### Signal metal coverage by tile, run 1

8 x 9 tiles, from white (low) to dark blue (high), scaled to the fullest tile. Values are wire area over tile area, all layers added.
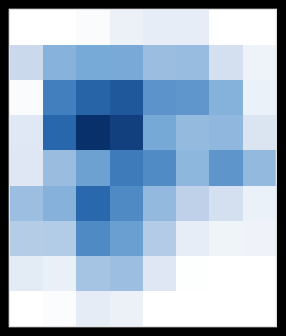
### Metal 1, run 1

Scale bar: 10 um.
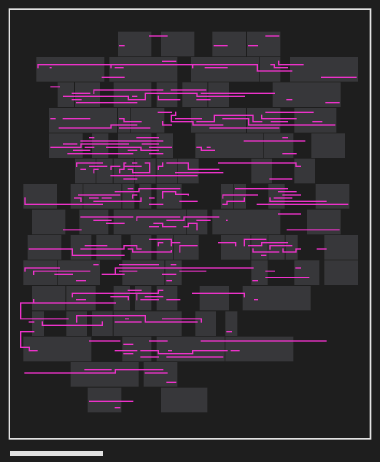
### Routing congestion, run 1

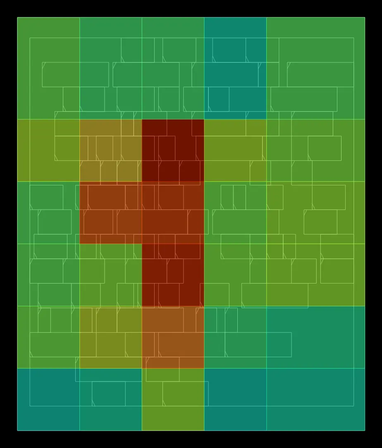
==> src/rtl/sensor_alarm_filter_if.sv <==
// Status/control bundle between the sensor alarm filter and its host.
// The filter side is the slave; the host driving error/clear is the master.
interface sensor_alarm_filter_if #(
  parameter int CNT_W = 8
);
  logic             error_in;
  logic             clear;
  logic             count_clr;
  logic             alarm;
  logic             alarm_pulse;
  logic             pending;
  logic [CNT_W-1:0] event_count;

  modport master (
    output error_in, clear, count_clr,
    input  alarm, alarm_pulse, pending, event_count
  );

  modport slave (
    input  error_in, clear, count_clr,
    output alarm, alarm_pulse, pending, event_count
  );
endinterface

==> src/rtl/sensor_alarm_filter.sv <==
// Debounces a raw sensor error level into a latched alarm with host clear,
// re-arm only after the error drops, and a saturating confirmed-alarm counter.
module sensor_alarm_filter #(
  parameter int DEBOUNCE = 4,
  parameter int CNT_W    = 8
) (
  input  logic                  clk,
  input  logic                  rst,
  sensor_alarm_filter_if.slave  bus
);

  localparam int RUN_W_RAW = $clog2(DEBOUNCE + 1);
  localparam int RUN_W     = (RUN_W_RAW < 1) ? 1 : RUN_W_RAW;
  localparam logic [RUN_W-1:0] RUN_LAST = RUN_W'(DEBOUNCE - 1);
  localparam logic [RUN_W-1:0] RUN_ONE  = RUN_W'(1);
  localparam logic [CNT_W-1:0] CNT_MAX  = {CNT_W{1'b1}};

  typedef enum logic [1:0] {
    ST_IDLE   = 2'd0,
    ST_FILTER = 2'd1,
    ST_ALARM  = 2'd2,
    ST_HOLD   = 2'd3
  } state_t;

  state_t           r_state;
  state_t           w_state_next;
  logic [RUN_W-1:0] r_run;
  logic [RUN_W-1:0] w_run_next;
  logic             r_alarm_pulse;
  logic [CNT_W-1:0] r_count;
  logic [CNT_W-1:0] w_count_base;
  logic             w_enter_alarm;
  logic             w_alarm;
  logic             w_pending;

  // State register
  always_ff @(posedge clk) begin
    if (rst) begin
      r_state <= ST_IDLE;
      r_run   <= '0;
    end else begin
      r_state <= w_state_next;
      r_run   <= w_run_next;
    end
  end

  // Next-state logic
  always_comb begin
    w_state_next = r_state;
    w_run_next   = r_run;
    unique case (r_state)
      ST_IDLE: begin
        w_run_next = '0;
        if (bus.error_in) begin
          if (DEBOUNCE == 1) begin
            w_state_next = ST_ALARM;
          end else begin
            w_state_next = ST_FILTER;
            w_run_next   = RUN_ONE;
          end
        end
      end
      ST_FILTER: begin
        if (!bus.error_in) begin
          w_state_next = ST_IDLE;
          w_run_next   = '0;
        end else if (r_run == RUN_LAST) begin
          w_state_next = ST_ALARM;
          w_run_next   = '0;
        end else begin
          w_run_next = r_run + RUN_ONE;
        end
      end
      ST_ALARM: begin
        w_run_next = '0;
        if (bus.clear) begin
          w_state_next = bus.error_in ? ST_HOLD : ST_IDLE;
        end
      end
      ST_HOLD: begin
        w_run_next = '0;
        if (!bus.error_in) begin
          w_state_next = ST_IDLE;
        end
      end
      default: begin
        w_state_next = ST_IDLE;
        w_run_next   = '0;
      end
    endcase
  end

  // Output decode from registered state
  always_comb begin
    w_alarm   = (r_state == ST_ALARM);
    w_pending = (r_state == ST_FILTER);
  end

  assign w_enter_alarm = (w_state_next == ST_ALARM) && (r_state != ST_ALARM);
  // A count_clr coinciding with an alarm entry zeroes first, then increments.
  assign w_count_base  = bus.count_clr ? '0 : r_count;

  always_ff @(posedge clk) begin
    if (rst) begin
      r_alarm_pulse <= 1'b0;
      r_count       <= '0;
    end else begin
      r_alarm_pulse <= w_enter_alarm;
      if (w_enter_alarm && (w_count_base != CNT_MAX)) begin
        r_count <= w_count_base + CNT_W'(1);
      end else begin
        r_count <= w_count_base;
      end
    end
  end

  assign bus.alarm       = w_alarm;
  assign bus.pending     = w_pending;
  assign bus.alarm_pulse = r_alarm_pulse;
  assign bus.event_count = r_count;

endmodule

==> src/flat_wrapper.sv <==
// flat-port wrapper written by rule: the top's interface ports become plain ports
module sensor_alarm_filter_flat 
#(
  parameter int DEBOUNCE = 4,
  parameter int CNT_W    = 8
)
  (clk, rst, bus_error_in, bus_clear, bus_count_clr, bus_alarm, bus_alarm_pulse, bus_pending, bus_event_count);
  sensor_alarm_filter_if #(.CNT_W(CNT_W)) bus_i ();
  input  logic clk;
  input  logic rst;
  input wire logic [$bits(bus_i.error_in)-1:0] bus_error_in;
  input wire logic [$bits(bus_i.clear)-1:0] bus_clear;
  input wire logic [$bits(bus_i.count_clr)-1:0] bus_count_clr;
  output wire logic [$bits(bus_i.alarm)-1:0] bus_alarm;
  output wire logic [$bits(bus_i.alarm_pulse)-1:0] bus_alarm_pulse;
  output wire logic [$bits(bus_i.pending)-1:0] bus_pending;
  output wire logic [$bits(bus_i.event_count)-1:0] bus_event_count;
  assign bus_i.error_in = bus_error_in;
  assign bus_i.clear = bus_clear;
  assign bus_i.count_clr = bus_count_clr;
  assign bus_alarm = bus_i.alarm;
  assign bus_alarm_pulse = bus_i.alarm_pulse;
  assign bus_pending = bus_i.pending;
  assign bus_event_count = bus_i.event_count;
  sensor_alarm_filter #(.DEBOUNCE(DEBOUNCE), .CNT_W(CNT_W)) u_core (.clk(clk), .rst(rst), .bus(bus_i));
endmodule
==> config.mk <==
export PLATFORM = sky130hd
export DESIGN_NAME = sensor_alarm_filter_flat
export DESIGN_NICKNAME = d
export VERILOG_FILES = /design/src/rtl/sensor_alarm_filter_if.sv /design/src/rtl/sensor_alarm_filter.sv /design/src/flat_wrapper.sv
export SDC_FILE = /design/constraint.sdc
export NUM_CORES = 1
export LEC_CHECK = 0
export CORE_ASPECT_RATIO = 1.2
export CORE_MARGIN = 1
export CORE_UTILIZATION = 44
export CTS_CLUSTER_DIAMETER = 200
export CTS_CLUSTER_SIZE = 10
export DETAILED_ROUTE_END_ITERATION = 10
export PLACE_DENSITY = 0.77
export SLEW_MARGIN = 15
export SYNTH_ARGS = -nofsm -noshare
export SYNTH_HDL_FRONTEND = slang
export SYNTH_SLANG_ARGS = --single-unit
==> constraint.sdc <==
create_clock -name clk -period 3.2 [get_ports clk]
set_clock_uncertainty 0.05 [all_clocks]
set_input_delay 0.96 -clock clk [delete_from_list [all_inputs] [get_ports clk]]
set_output_delay 0.96 -clock clk [all_outputs]
set_load 0.01 [all_outputs]
==> impl_metrics.xml, run 1 <==
<?xml version="1.0" encoding="UTF-8"?>
<metrics>
  <group name="synthesis">
    <metric name="synth_area" unit="um^2">703</metric>
    <metric name="postSynthRegisterBits" unit="">14</metric>
    <metric name="cell_taking_the_most_area_after_synthesis" unit="">sky130_fd_sc_hd__dfxtp_1</metric>
    <metric name="yosys_cells" unit="">74</metric>
    <metric name="yosys.stat.chipArea" unit="um^2">703</metric>
    <metric name="synth.net_count" unit="">81</metric>
    <metric name="ys.warnings.count" unit="">0</metric>
    <metric name="postSynthSeqShare" unit="">0.399</metric>
    <metric name="edf_count" unit="">0</metric>
    <metric name="post_synth_main_area_contributors" unit="">sky130_fd_sc_hd__dfxtp_1 (40%), sky130_fd_sc_hd__nor2b_1 (7.1%), sky130_fd_sc_hd__and4b_1 (4.3%)</metric>
    <metric name="netlist.area_leader.share" unit="">0.399</metric>
    <metric name="asyncSetResetFlopFracSynth" unit="">0</metric>
  </group>
  <group name="outcome">
    <metric name="run_status" unit="">finished clean</metric>
  </group>
  <group name="detailed_routing">
    <metric name="detail_route.first_pass.iterations" unit="">4</metric>
    <metric name="highest-signal-layer" unit="">met4</metric>
    <metric name="detail_route.vias_per_cell" unit="">5.69</metric>
    <metric name="length_of_routed_wiring_on_met1" unit="um">635</metric>
    <metric name="violation_count_after_the_first_detailed_routing_iteration" unit="">11</metric>
    <metric name="wl_met2" unit="um">668</metric>
    <metric name="totalWireLength" unit="um">1380</metric>
    <metric name="ant_nets" unit="">0</metric>
  </group>
  <group name="layout">
    <metric name="regArea" unit="um^2">280</metric>
    <metric name="antenna-diode-count" unit="">0</metric>
    <metric name="fill_cells" unit="">134</metric>
    <metric name="comb_area" unit="um^2">408</metric>
    <metric name="drive_above_1_share" unit="">0.0978</metric>
    <metric name="final_net_count" unit="">100</metric>
    <metric name="syn2layout_area_growth" unit="%">29.5</metric>
  </group>
  <group name="clock_tree">
    <metric name="clock_tree.htree_level_count" unit="">1</metric>
    <metric name="clock_latency" unit="ps">270</metric>
    <metric name="cts_root_buf" unit="">sky130_fd_sc_hd__clkbuf_4</metric>
    <metric name="cts-hold-fix-buffers" unit="">0</metric>
    <metric name="cts_post_setup_buffers_inserted" unit="">0</metric>
    <metric name="clk_pin_slew_worst_paths" unit="ps">80</metric>
    <metric name="tritoncts.num_buffers" unit="">3</metric>
    <metric name="cts_num_sinks" unit="">14</metric>
  </group>
  <group name="power_and_ir_drop">
    <metric name="report.power.total" unit="mW">0.318</metric>
    <metric name="power.ir.vdd_worst" unit="V">0.000254</metric>
    <metric name="powerDensity" unit="nW/um^2">350</metric>
  </group>
  <group name="job">
    <metric name="warning_count" unit="">26</metric>
    <metric name="drv.max_cap_violation_count" unit="">0</metric>
  </group>
  <group name="worst_hold_path">
    <metric name="hold_path_end" unit="">u_core.r_state[1]</metric>
    <metric name="min-delay-path-class" unit="">register to register</metric>
    <metric name="hp-start" unit="">u_core.r_state[1]</metric>
    <metric name="hold-path-cell-count" unit="">2</metric>
  </group>
  <group name="floorplanning">
    <metric name="area_enclosed_by_the_die_boundary" unit="um^2">1760</metric>
    <metric name="io_pins" unit="">16</metric>
    <metric name="die.size.y" unit="um">45.8</metric>
    <metric name="die-width" unit="um">38.5</metric>
    <metric name="core_area" unit="um^2">1460</metric>
    <metric name="fp_util" unit="">0.480</metric>
    <metric name="floorplan.rows" unit="">15</metric>
  </group>
  <group name="timing">
    <metric name="final.min_clock_period" unit="ps">2640</metric>
    <metric name="post-route-period-util" unit="">0.824</metric>
    <metric name="finalHoldViolations" unit="">0</metric>
    <metric name="rel_slew_slack" unit="">0.695</metric>
    <metric name="worst_pin_slew" unit="ps">456</metric>
    <metric name="report.final.setup_viol" unit="">0</metric>
    <metric name="slew_viol_final" unit="">0</metric>
    <metric name="timing.fmax" unit="GHz">0.379</metric>
    <metric name="final.setup.tns" unit="ps">0</metric>
  </group>
  <group name="critical_path">
    <metric name="cpPeakStageDelay" unit="ps">580</metric>
    <metric name="critPathKind" unit="">input port to register</metric>
    <metric name="endpoint_kind" unit="">register</metric>
    <metric name="regToRegStartpoint" unit="">u_core.bus.event_count[1]</metric>
    <metric name="r2r_cells" unit="">6</metric>
    <metric name="setup.worst_path.start" unit="">bus_count_clr</metric>
    <metric name="worst_ep_arrival_time" unit="ps">2780</metric>
    <metric name="critical_path_peak_fanout" unit="">6</metric>
    <metric name="timing.critical_path.to" unit="">u_core.bus.event_count[3]</metric>
    <metric name="worst_setup_path_start_kind" unit="">input port</metric>
    <metric name="rrSetupSlack" unit="ps">1450</metric>
  </group>
  <group name="global_routing">
    <metric name="global_route_met2_usage" unit="">0.307</metric>
    <metric name="grt_pass1_vias" unit="">532</metric>
    <metric name="globalRoute.totalOverflow" unit="">0</metric>
    <metric name="wire_length_of_the_first_global_routing_pass" unit="um">2220</metric>
    <metric name="largest_net_degree_at_the_start_of_global_routing" unit="">14</metric>
  </group>
  <group name="place">
    <metric name="post-dp-hpwl" unit="um">1030</metric>
    <metric name="gp_congestion" unit="">0.754</metric>
    <metric name="placement.io_buffers" unit="">15</metric>
  </group>
</metrics>
About 'Signal metal coverage by tile':
tiles over half the peak	25%
fullest tile	0.40
mean over tiles	0.12
emptiest ninth of the die	bottom right
nearly empty tiles	18%

About 'Metal 1':
share of all routed wire	46%
wire length on this layer	636 um
main direction	horizontal
longest straight run	23.5 um
nets with wire on the layer	83

About 'Routing congestion':
met3 Resource Use GR: 0.0294
Top Usage Layer GRT: met2
detail-routed net length per standard cell: 12.7 um
Finished Core Util: 0.622

-- run 1: through the flow --
step | utilization | hold WS (ps) | setup slack [ps] | cells | cell area, um^2
finish | 0.622 | 480 | 562 | 109 | 911
global route | 0.622 | 509 | 464 | 109 | 911
CTS | 0.622 | 485 | 562 | 109 | 911
detailed placement | 0.597 | 470 | 277 | 105 | 875
global placement | 0.597 | 466 | 342 | 105 | 875
floorplan | - | 436 | 690 | 74 | 703
-- run 1: worst max-delay path: cells and delay by family --
family / cells / cell delay (ps)
buffers and inverters: 1 / 580
and+or+nand+nor: 3 / 650
adders and majority gates: 1 / 240
AOI/OAI and AO/OA: 2 / 340
-- run 1: cells in the final DEF, fill, tap and decap left out, types with 2 or more instances in the layout --
cell / Yosys / routed
sky130_fd_sc_hd__nor2_1: 5 / 5
sky130_fd_sc_hd__clkbuf_4: 0 / 3
sky130_fd_sc_hd__clkdlybuf4s50_1: 0 / 15
sky130_fd_sc_hd__xnor2_1: 2 / 2
sky130_fd_sc_hd__or3_1: 2 / 2
sky130_fd_sc_hd__ha_1: 2 / 2
sky130_fd_sc_hd__nand2_1: 2 / 2
sky130_fd_sc_hd__mux2i_1: 2 / 2
sky130_fd_sc_hd__nor2b_1: 8 / 8
sky130_fd_sc_hd__nand4_1: 4 / 4
sky130_fd_sc_hd__o21ai_0: 3 / 3
sky130_fd_sc_hd__nand3_1: 2 / 2
sky130_fd_sc_hd__dfxtp_1: 14 / 14
sky130_fd_sc_hd__and4b_1: 3 / 3
sky130_fd_sc_hd__nor3_1: 2 / 2
sky130_fd_sc_hd__a21oi_1: 4 / 4
-- run 1: area by class of cell --
class,instances,area share
Timing Repair Buffer,16,0.173
Multi-Input combinational cell,56,0.448
Clock buffer,4,0.0398
Tap cell,17,0.0234
Sequential cell,14,0.308
Inverter,2,0.00824
-- run 1: cell usage after synthesis (2+ instances only) --
master                    count
sky130_fd_sc_hd__a21oi_1      4
sky130_fd_sc_hd__and4b_1      3
sky130_fd_sc_hd__dfxtp_1     14
sky130_fd_sc_hd__ha_1         2
sky130_fd_sc_hd__mux2i_1      2
sky130_fd_sc_hd__nand2_1      2
sky130_fd_sc_hd__nand3_1      2
sky130_fd_sc_hd__nand4_1      4
sky130_fd_sc_hd__nor2_1       5
sky130_fd_sc_hd__nor2b_1      8
sky130_fd_sc_hd__nor3_1       2
sky130_fd_sc_hd__o21ai_0      3
sky130_fd_sc_hd__or3_1        2
sky130_fd_sc_hd__xnor2_1      2
-- run 1: power breakdown --
part / internal [mW] / switching [mW]
clock: 0.0691 / 0.0540
sequential: 0.176 / 0.00134
combinational: 0.00906 / 0.00933
total: 0.254 / 0.0646
-- run 1: logic make-up after synthesis --
| logic type | synth area share |
|---|---|
| AOI/OAI and AO/OA | 0.133 |
| and+or+nand+nor | 0.342 |
| muxes | 0.0445 |
| buffers and inverters | 0.0213 |
| adders and majority gates | 0.0356 |
| xor gates and xnor gates | 0.0249 |
| DFF | 0.399 |
-- run 1: registers in the layout, summed over array words and instances, names as in the netlist --
name                    flops
u_core.r_run                3
u_core.bus.alarm_pulse      1
u_core.bus.event_count      8
u_core.r_state              2
==> run 2: changes to the inputs <==
CORE_UTILIZATION = 42   (was 44)
clock period = 2.4 ns   (was 3.2 ns; I/O delays follow)
### Metal layers overlaid, run 2

Scale bar: 10 um. Only two layers are drawn.
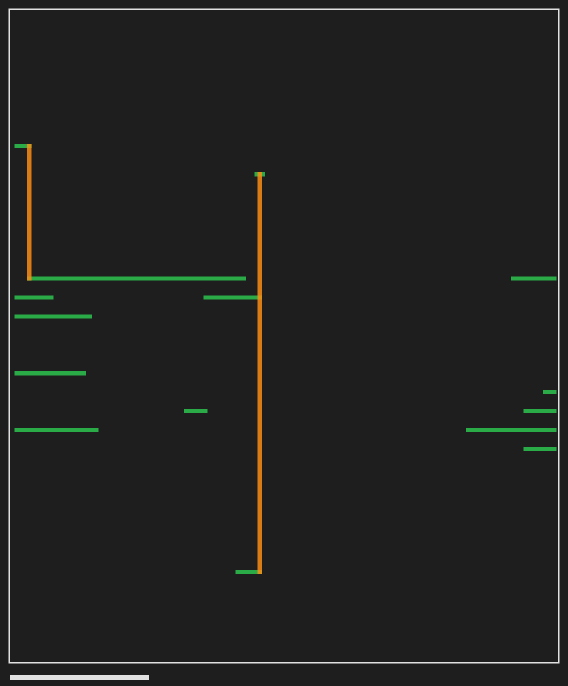
colour	layer	wire length
green	M3	55.9 um
orange	M4	38.1 um

### Routing congestion, run 2

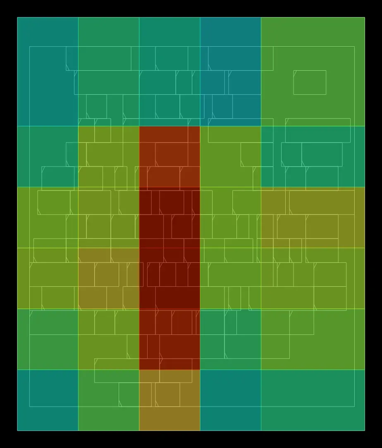
total global-route track usage: 0.182
detail-routed net length per standard cell: 12.7 um
Global Route met2 Usage: 0.323

==> run 2 against run 1 <==
Total power grew 24%. Final cell count grew 2.8%. Register-to-register slack lost 780 ps. Cell area grew 1.8%. Sequential power grew 33%. Hold slack gained 4.0 ps. Core utilization shrank 0.47 points. Flip-flop count is the same. Non-clock buffer count grew 4. Sequential share of layout area shrank 0.54 points. Largest cell class unchanged.
==> impl_metrics.xml, run 2 <==
<?xml version="1.0" encoding="UTF-8"?>
<metrics>
  <group name="critical_path">
    <metric name="worst_ep_arrival_time" unit="ps">2430</metric>
    <metric name="endpoint_kind" unit="">register</metric>
    <metric name="worst_setup_path_start_kind" unit="">input port</metric>
    <metric name="critPathKind" unit="">input port to register</metric>
  </group>
  <group name="job">
    <metric name="drv.max_cap_violation_count" unit="">0</metric>
    <metric name="warning_count" unit="">26</metric>
  </group>
  <group name="place">
    <metric name="placement.io_buffers" unit="">15</metric>
    <metric name="dpl-instance-area" unit="um^2">905</metric>
    <metric name="post-dp-hpwl" unit="um">1080</metric>
    <metric name="gp_congestion" unit="">0.842</metric>
    <metric name="dp_cells" unit="">109</metric>
  </group>
  <group name="global_routing">
    <metric name="globalRoute.totalOverflow" unit="">0</metric>
    <metric name="grt_pass1_vias" unit="">551</metric>
    <metric name="wire_length_of_the_first_global_routing_pass" unit="um">2230</metric>
    <metric name="largest_net_degree_at_the_start_of_global_routing" unit="">8</metric>
  </group>
  <group name="power_and_ir_drop">
    <metric name="power_report.internal_total" unit="mW">0.307</metric>
    <metric name="power.ir.vdd_worst" unit="V">0.000240</metric>
    <metric name="p_switching" unit="mW">0.0867</metric>
    <metric name="report.power.total" unit="mW">0.393</metric>
    <metric name="power.clock.fraction" unit="">0.332</metric>
    <metric name="powerDensity" unit="nW/um^2">424</metric>
    <metric name="p_seq_frac" unit="">0.600</metric>
  </group>
  <group name="detailed_routing">
    <metric name="totalWireLength" unit="um">1420</metric>
    <metric name="violation_count_after_the_first_detailed_routing_iteration" unit="">4</metric>
    <metric name="detail_route.vias_per_cell" unit="">5.67</metric>
    <metric name="ant_nets" unit="">0</metric>
    <metric name="detail_route.first_pass.iterations" unit="">4</metric>
  </group>
  <group name="timing">
    <metric name="final.setup.tns" unit="ps">0</metric>
    <metric name="rel_slew_slack" unit="">0.792</metric>
    <metric name="finalHoldViolations" unit="">0</metric>
    <metric name="timing.fmax" unit="GHz">0.440</metric>
    <metric name="report.final.setup_viol" unit="">0</metric>
    <metric name="worst_slack" unit="ps">128</metric>
    <metric name="slew_viol_final" unit="">0</metric>
    <metric name="minimum_hold_slack" unit="ps">484</metric>
    <metric name="post-route-period-util" unit="">0.946</metric>
    <metric name="worst_pin_slew" unit="ps">305</metric>
    <metric name="final.min_clock_period" unit="ps">2270</metric>
  </group>
  <group name="clock_tree">
    <metric name="tritoncts.num_buffers" unit="">3</metric>
    <metric name="clk_pin_slew_worst_paths" unit="ps">80</metric>
    <metric name="cts_num_sinks" unit="">14</metric>
    <metric name="cts_root_buf" unit="">sky130_fd_sc_hd__clkbuf_4</metric>
    <metric name="clock_tree.htree_level_count" unit="">1</metric>
    <metric name="cts-hold-fix-buffers" unit="">0</metric>
    <metric name="cts_post_setup_buffers_inserted" unit="">0</metric>
    <metric name="clock_latency" unit="ps">280</metric>
  </group>
  <group name="synthesis">
    <metric name="ys_top_cells_by_count" unit="">sky130_fd_sc_hd__dfxtp_1 (14), sky130_fd_sc_hd__nor2b_1 (8), sky130_fd_sc_hd__nor2_1 (5)</metric>
    <metric name="netlist.area_leader.share" unit="">0.399</metric>
    <metric name="yosys_cells" unit="">74</metric>
    <metric name="asyncSetResetFlopFracSynth" unit="">0</metric>
    <metric name="synth.net_count" unit="">81</metric>
    <metric name="top_cell" unit="">sky130_fd_sc_hd__dfxtp_1</metric>
    <metric name="yosys.stat.chipArea" unit="um^2">703</metric>
    <metric name="postSynthSeqShare" unit="">0.399</metric>
    <metric name="post_synth_main_area_contributors" unit="">sky130_fd_sc_hd__dfxtp_1 (40%), sky130_fd_sc_hd__nor2b_1 (7.1%), sky130_fd_sc_hd__and4b_1 (4.3%)</metric>
    <metric name="postSynthRegisterBits" unit="">14</metric>
    <metric name="ys.warnings.count" unit="">0</metric>
  </group>
  <group name="floorplanning">
    <metric name="die-width" unit="um">39.4</metric>
    <metric name="floorplan.rows" unit="">15</metric>
    <metric name="io_pins" unit="">16</metric>
    <metric name="fp_util" unit="">0.468</metric>
    <metric name="area_enclosed_by_the_die_boundary" unit="um^2">1840</metric>
    <metric name="die.size.y" unit="um">46.8</metric>
    <metric name="core_area" unit="um^2">1500</metric>
  </group>
  <group name="worst_hold_path">
    <metric name="min-delay-path-class" unit="">register to register</metric>
  </group>
  <group name="layout">
    <metric name="largest_reg_flops" unit="">8</metric>
    <metric name="fin_util" unit="">0.618</metric>
    <metric name="non_filler_instances" unit="">112</metric>
    <metric name="final_net_count" unit="">104</metric>
    <metric name="lay_top_count" unit="">sky130_fd_sc_hd__clkdlybuf4s50_1</metric>
    <metric name="syn2layout_area_growth" unit="%">31.9</metric>
    <metric name="drive_above_1_share" unit="">0.126</metric>
    <metric name="final_design_area_no_fill" unit="um^2">927</metric>
    <metric name="layout_top_cells" unit="">sky130_fd_sc_hd__clkdlybuf4s50_1 (15), sky130_fd_sc_hd__dfxtp_1 (14), sky130_fd_sc_hd__nor2b_1 (8)</metric>
  </group>
  <group name="outcome">
    <metric name="run_status" unit="">finished clean</metric>
  </group>
</metrics>
## run 2: logic make-up after synthesis
family | after synthesis | share of synthesized area
multiplexers | 3 | 0.0445
adder cells (fa/ha/maj) | 2 | 0.0356
XOR/XNOR | 2 | 0.0249
AND/OR/NAND/NOR | 37 | 0.342
AND-OR/OR-AND | 12 | 0.133
buffers and inverters | 4 | 0.0213
flip-flops | 14 | 0.399
## run 2: routing by layer
layer  global-route usage  vias to the layer above  routed length, um
li1                     -                      316                  -
met1                0.187                      299                600
met2                0.323                       15                725
met3               0.0284                        5                 55
met4                0.145                        0                 38
met5                    0                        -                  0
## run 2: critical path, cell delays in order
cell                              delay [ps]
sky130_fd_sc_hd__clkdlybuf4s50_1         520
sky130_fd_sc_hd__nor2b_1                  80
sky130_fd_sc_hd__ha_1                    210
sky130_fd_sc_hd__nand4b_1                180
sky130_fd_sc_hd__o211ai_4                140
sky130_fd_sc_hd__or3_1                   380
sky130_fd_sc_hd__a211oi_2                210
## run 2: cell type report
type | count | area, um^2 | area share
tap | 17 | 21.3 | 0.0229
sequential | 14 | 280 | 0.302
clock buffer | 3 | 22.5 | 0.0243
timing repair buffer | 20 | 188 | 0.202
multi-input combinational | 56 | 408 | 0.440
inverter | 2 | 7.51 | 0.00810
## run 2: power groups by stage
stage               Combinational (mW)  Clock, mW  Sequential, mW
floorplan                       0.0107          0           0.241
global placement                0.0263          0           0.241
detailed placement              0.0266          0           0.241
CTS                             0.0267      0.134           0.236
global route                    0.0290      0.143           0.236
finish                          0.0267      0.131           0.236
## run 2: final timing paths
kind / startpoint / end / slack, ps / depth (start not counted)
hold reg to reg: u_core.r_run[2] / u_core.r_run[2] / 480 / 1
setup reg to reg: u_core.bus.event_count[1] / u_core.bus.event_count[3] / 670 / 6
setup / recovery: bus_count_clr / u_core.bus.event_count[3] / 130 / 7
hold / removal: u_core.r_run[2] / u_core.r_run[2] / 480 / 1
==> run 3: changes to the inputs <==
SLEW_MARGIN = unset   (was 15)
### Routing congestion, run 3

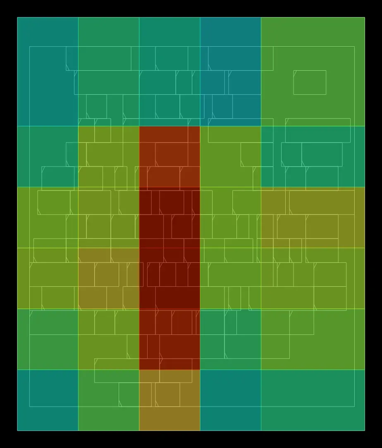
Finished Core Util: 0.618
met3 Resource Use GR: 0.0284
met1 global-route usage: 0.187

### Metal layers overlaid, run 3

Scale bar: 10 um. Only two layers are drawn.
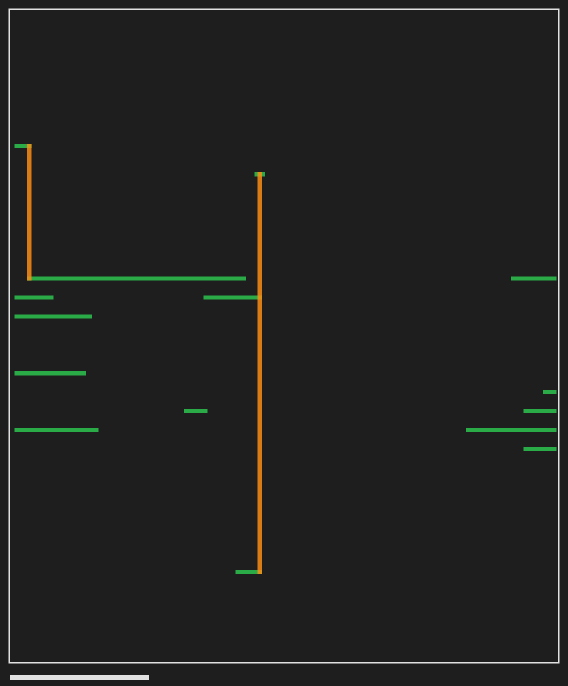
colour	layer	wire length
green	M3	55.9 um
orange	M4	38.1 um

==> run 3 against run 2 <==
Synthesized cell count is the same. Cell area stayed put. Largest cell class unchanged. Final cell count stayed put. Routed wire length unchanged. Die size unchanged. Clock power about the same.
==> impl_metrics.xml, run 3 <==
<?xml version="1.0" encoding="UTF-8"?>
<metrics>
  <group name="synthesis">
    <metric name="synth.net_count" unit="">81</metric>
    <metric name="yosys.stat.chipArea" unit="um^2">703</metric>
    <metric name="top_logic_kind" unit="">simple AND/OR/NAND/NOR gates</metric>
    <metric name="netlist.area_leader.share" unit="">0.399</metric>
    <metric name="asyncSetResetFlopFracSynth" unit="">0</metric>
    <metric name="postSynthSeqShare" unit="">0.399</metric>
    <metric name="edf_count" unit="">0</metric>
    <metric name="ys_top_cells_by_count" unit="">sky130_fd_sc_hd__dfxtp_1 (14), sky130_fd_sc_hd__nor2b_1 (8), sky130_fd_sc_hd__nor2_1 (5)</metric>
    <metric name="simple_gate_share" unit="">0.342</metric>
    <metric name="post_synth_main_area_contributors" unit="">sky130_fd_sc_hd__dfxtp_1 (40%), sky130_fd_sc_hd__nor2b_1 (7.1%), sky130_fd_sc_hd__and4b_1 (4.3%)</metric>
    <metric name="cell_taking_the_most_area_after_synthesis" unit="">sky130_fd_sc_hd__dfxtp_1</metric>
    <metric name="ys_sh_mux" unit="">0.0445</metric>
    <metric name="post_synth_inst_count" unit="">74</metric>
    <metric name="average_size_of_a_mapped_cell" unit="um^2">9.50</metric>
    <metric name="synth_area" unit="um^2">703</metric>
    <metric name="postSynthRegisterBits" unit="">14</metric>
    <metric name="synth-xor-area-share" unit="">0.0249</metric>
    <metric name="ys.warnings.count" unit="">0</metric>
    <metric name="adder_share" unit="">0.0356</metric>
    <metric name="synth_top_flop_cell" unit="">sky130_fd_sc_hd__dfxtp_1</metric>
    <metric name="yosys_cells" unit="">74</metric>
    <metric name="top_cell" unit="">sky130_fd_sc_hd__dfxtp_1</metric>
    <metric name="synth-compound-area-share" unit="">0.133</metric>
    <metric name="ys_types" unit="">33</metric>
  </group>
  <group name="floorplanning">
    <metric name="area_enclosed_by_the_die_boundary" unit="um^2">1840</metric>
    <metric name="io_pins" unit="">16</metric>
    <metric name="die.size.y" unit="um">46.8</metric>
    <metric name="die-width" unit="um">39.4</metric>
    <metric name="core_area" unit="um^2">1500</metric>
    <metric name="fp_util" unit="">0.468</metric>
    <metric name="floorplan.rows" unit="">15</metric>
  </group>
  <group name="layout">
    <metric name="final_design_area_no_fill" unit="um^2">927</metric>
    <metric name="fill_cells" unit="">134</metric>
    <metric name="lay_top_count" unit="">sky130_fd_sc_hd__clkdlybuf4s50_1</metric>
    <metric name="non_filler_instances" unit="">112</metric>
    <metric name="largest_reg_flops" unit="">8</metric>
    <metric name="antenna-diode-count" unit="">0</metric>
    <metric name="regArea" unit="um^2">280</metric>
    <metric name="drive_above_1_share" unit="">0.126</metric>
    <metric name="layout_top_cells" unit="">sky130_fd_sc_hd__clkdlybuf4s50_1 (15), sky130_fd_sc_hd__dfxtp_1 (14), sky130_fd_sc_hd__nor2b_1 (8)</metric>
    <metric name="syn2layout_area_growth" unit="%">31.9</metric>
    <metric name="comb_area" unit="um^2">408</metric>
    <metric name="final_net_count" unit="">104</metric>
  </group>
  <group name="clock_tree">
    <metric name="cts_root_buf" unit="">sky130_fd_sc_hd__clkbuf_4</metric>
    <metric name="clk_path_buf_depth" unit="">2</metric>
    <metric name="tritoncts.num_buffers" unit="">3</metric>
    <metric name="clk_pin_slew_worst_paths" unit="ps">80</metric>
    <metric name="clock_latency" unit="ps">280</metric>
    <metric name="clock_tree.htree_level_count" unit="">1</metric>
    <metric name="cts-hold-fix-buffers" unit="">0</metric>
    <metric name="cts_post_setup_buffers_inserted" unit="">0</metric>
    <metric name="cts_tree" unit="">done</metric>
    <metric name="cts_num_sinks" unit="">14</metric>
  </group>
  <group name="worst_hold_path">
    <metric name="min-delay-path-class" unit="">register to register</metric>
    <metric name="hold-path-cell-count" unit="">1</metric>
  </group>
  <group name="job">
    <metric name="warning_count" unit="">26</metric>
    <metric name="drv.max_cap_violation_count" unit="">0</metric>
  </group>
  <group name="place">
    <metric name="dpl-instance-area" unit="um^2">905</metric>
    <metric name="post-dp-hpwl" unit="um">1080</metric>
    <metric name="gp_congestion" unit="">0.842</metric>
    <metric name="dp_cells" unit="">109</metric>
    <metric name="detailedPlace.worstSlack" unit="ps">-183</metric>
    <metric name="placement.io_buffers" unit="">15</metric>
  </group>
  <group name="outcome">
    <metric name="run_status" unit="">finished clean</metric>
  </group>
  <group name="detailed_routing">
    <metric name="ant_nets" unit="">0</metric>
    <metric name="drt_drc_violations_left" unit="">0</metric>
    <metric name="detail_route.vias_per_cell" unit="">5.67</metric>
    <metric name="violation_count_after_the_first_detailed_routing_iteration" unit="">4</metric>
    <metric name="totalWireLength" unit="um">1420</metric>
    <metric name="detail_route.first_pass.iterations" unit="">4</metric>
    <metric name="routedWlPerCell" unit="um">12.7</metric>
  </group>
  <group name="power_and_ir_drop">
    <metric name="p_seq_frac" unit="">0.600</metric>
    <metric name="power.static_leakage" unit="nW">0.358</metric>
    <metric name="power_report.internal_total" unit="mW">0.307</metric>
    <metric name="power.share.combinational" unit="">0.068</metric>
    <metric name="switching_fraction_of_total_power" unit="">0.221</metric>
    <metric name="powerDensity" unit="nW/um^2">424</metric>
    <metric name="p_switching" unit="mW">0.0867</metric>
    <metric name="power.ir.vdd_worst" unit="V">0.000240</metric>
    <metric name="power.clock.fraction" unit="">0.332</metric>
  </group>
  <group name="timing">
    <metric name="worst_pin_slew" unit="ps">305</metric>
    <metric name="post-route-period-util" unit="">0.946</metric>
    <metric name="final.min_clock_period" unit="ps">2270</metric>
    <metric name="setup_repair_after_global_routing_missed_its_margin" unit="">false</metric>
    <metric name="report.final.setup_viol" unit="">0</metric>
    <metric name="finalHoldViolations" unit="">0</metric>
    <metric name="minimum_hold_slack" unit="ps">484</metric>
    <metric name="rel_slew_slack" unit="">0.792</metric>
    <metric name="worst_slack" unit="ps">128</metric>
    <metric name="timing.fmax" unit="GHz">0.440</metric>
    <metric name="slew_viol_final" unit="">0</metric>
  </group>
  <group name="critical_path">
    <metric name="endpoint_kind" unit="">register</metric>
    <metric name="critical_path_peak_fanout" unit="">6</metric>
    <metric name="worst_ep_arrival_time" unit="ps">2430</metric>
    <metric name="setup.worst_path.start" unit="">bus_count_clr</metric>
    <metric name="rrSetupSlack" unit="ps">670</metric>
    <metric name="critPathKind" unit="">input port to register</metric>
    <metric name="worst_setup_path_start_kind" unit="">input port</metric>
    <metric name="regToRegEndpoint" unit="">u_core.bus.event_count[3]</metric>
    <metric name="timing.critical_path.to" unit="">u_core.bus.event_count[3]</metric>
    <metric name="r2r_cells" unit="">6</metric>
    <metric name="regToRegStartpoint" unit="">u_core.bus.event_count[1]</metric>
  </group>
  <group name="global_routing">
    <metric name="globalRoute.totalOverflow" unit="">0</metric>
    <metric name="wire_length_of_the_first_global_routing_pass" unit="um">2230</metric>
    <metric name="grt_pass1_vias" unit="">551</metric>
    <metric name="antenna_found_initial" unit="">0</metric>
    <metric name="largest_net_degree_at_the_start_of_global_routing" unit="">8</metric>
    <metric name="grt_util_all_layers" unit="">0.182</metric>
  </group>
</metrics>
-- run 3: cell counts in the layout (fill, tap and decap cells not counted) --
No cell type changed its count.
-- run 3: cell families after synthesis --
logic type,Yosys count
simple gates,37
compound gates,12
xor+xnor,2
mux,3
buf+inv,4
fa+ha+maj,2
flops,14
-- run 3: worst max-delay path: stages --
cell and delay, ps:
sky130_fd_sc_hd__clkdlybuf4s50_1 520, sky130_fd_sc_hd__nor2b_1 80, sky130_fd_sc_hd__ha_1 210, sky130_fd_sc_hd__nand4b_1 180, sky130_fd_sc_hd__o211ai_4 140, sky130_fd_sc_hd__or3_1 380
sky130_fd_sc_hd__a211oi_2 210
-- run 3: per-layer routing --
layer,vias up,wire length (um),GRT usage
met3,5,55,0.0284
met5,-,0,0
met4,0,38,0.145
met1,299,600,0.187
met2,15,725,0.323
li1,316,-,-
-- run 3: cell type report --
type,count,area share
Inverter,2,0.00810
Timing Repair Buffer,20,0.202
Sequential cell,14,0.302
Tap cell,17,0.0229
Clock buffer,3,0.0243
Multi-Input combinational cell,56,0.440
-- run 3: per-stage QoR --
step | setup TNS [ps] | power, mW
finish | 0 | 0.393
floorplan | 0 | 0.252
global route | 0 | 0.408
global placement | -192 | 0.268
detailed placement | -573 | 0.268
CTS | 0 | 0.397
-- run 3: worst min-delay path by stage --
| stage | from | to | slack (ps) |
|---|---|---|---|
| after floorplan | u_core.r_state[1] | u_core.r_state[1] | 440 |
| after global placement | u_core.r_state[1] | u_core.r_state[1] | 460 |
| after detailed placement | u_core.r_state[0] | u_core.r_state[1] | 470 |
| after CTS | u_core.r_state[0] | u_core.r_state[1] | 480 |
| after global routing | u_core.r_run[2] | u_core.r_run[2] | 510 |
| final | u_core.r_run[2] | u_core.r_run[2] | 480 |
-- run 3: power groups by stage --
stage | registers (mW) | clock network (mW) | logic, mW
5_1_grt | 0.236 | 0.143 | 0.0290
2_1_floorplan | 0.241 | 0 | 0.0107
3_3_place_gp | 0.241 | 0 | 0.0263
4_1_cts | 0.236 | 0.134 | 0.0267
6_report | 0.236 | 0.131 | 0.0267
3_5_place_dp | 0.241 | 0 | 0.0266
Power is estimated from default activity; no workload was simulated.
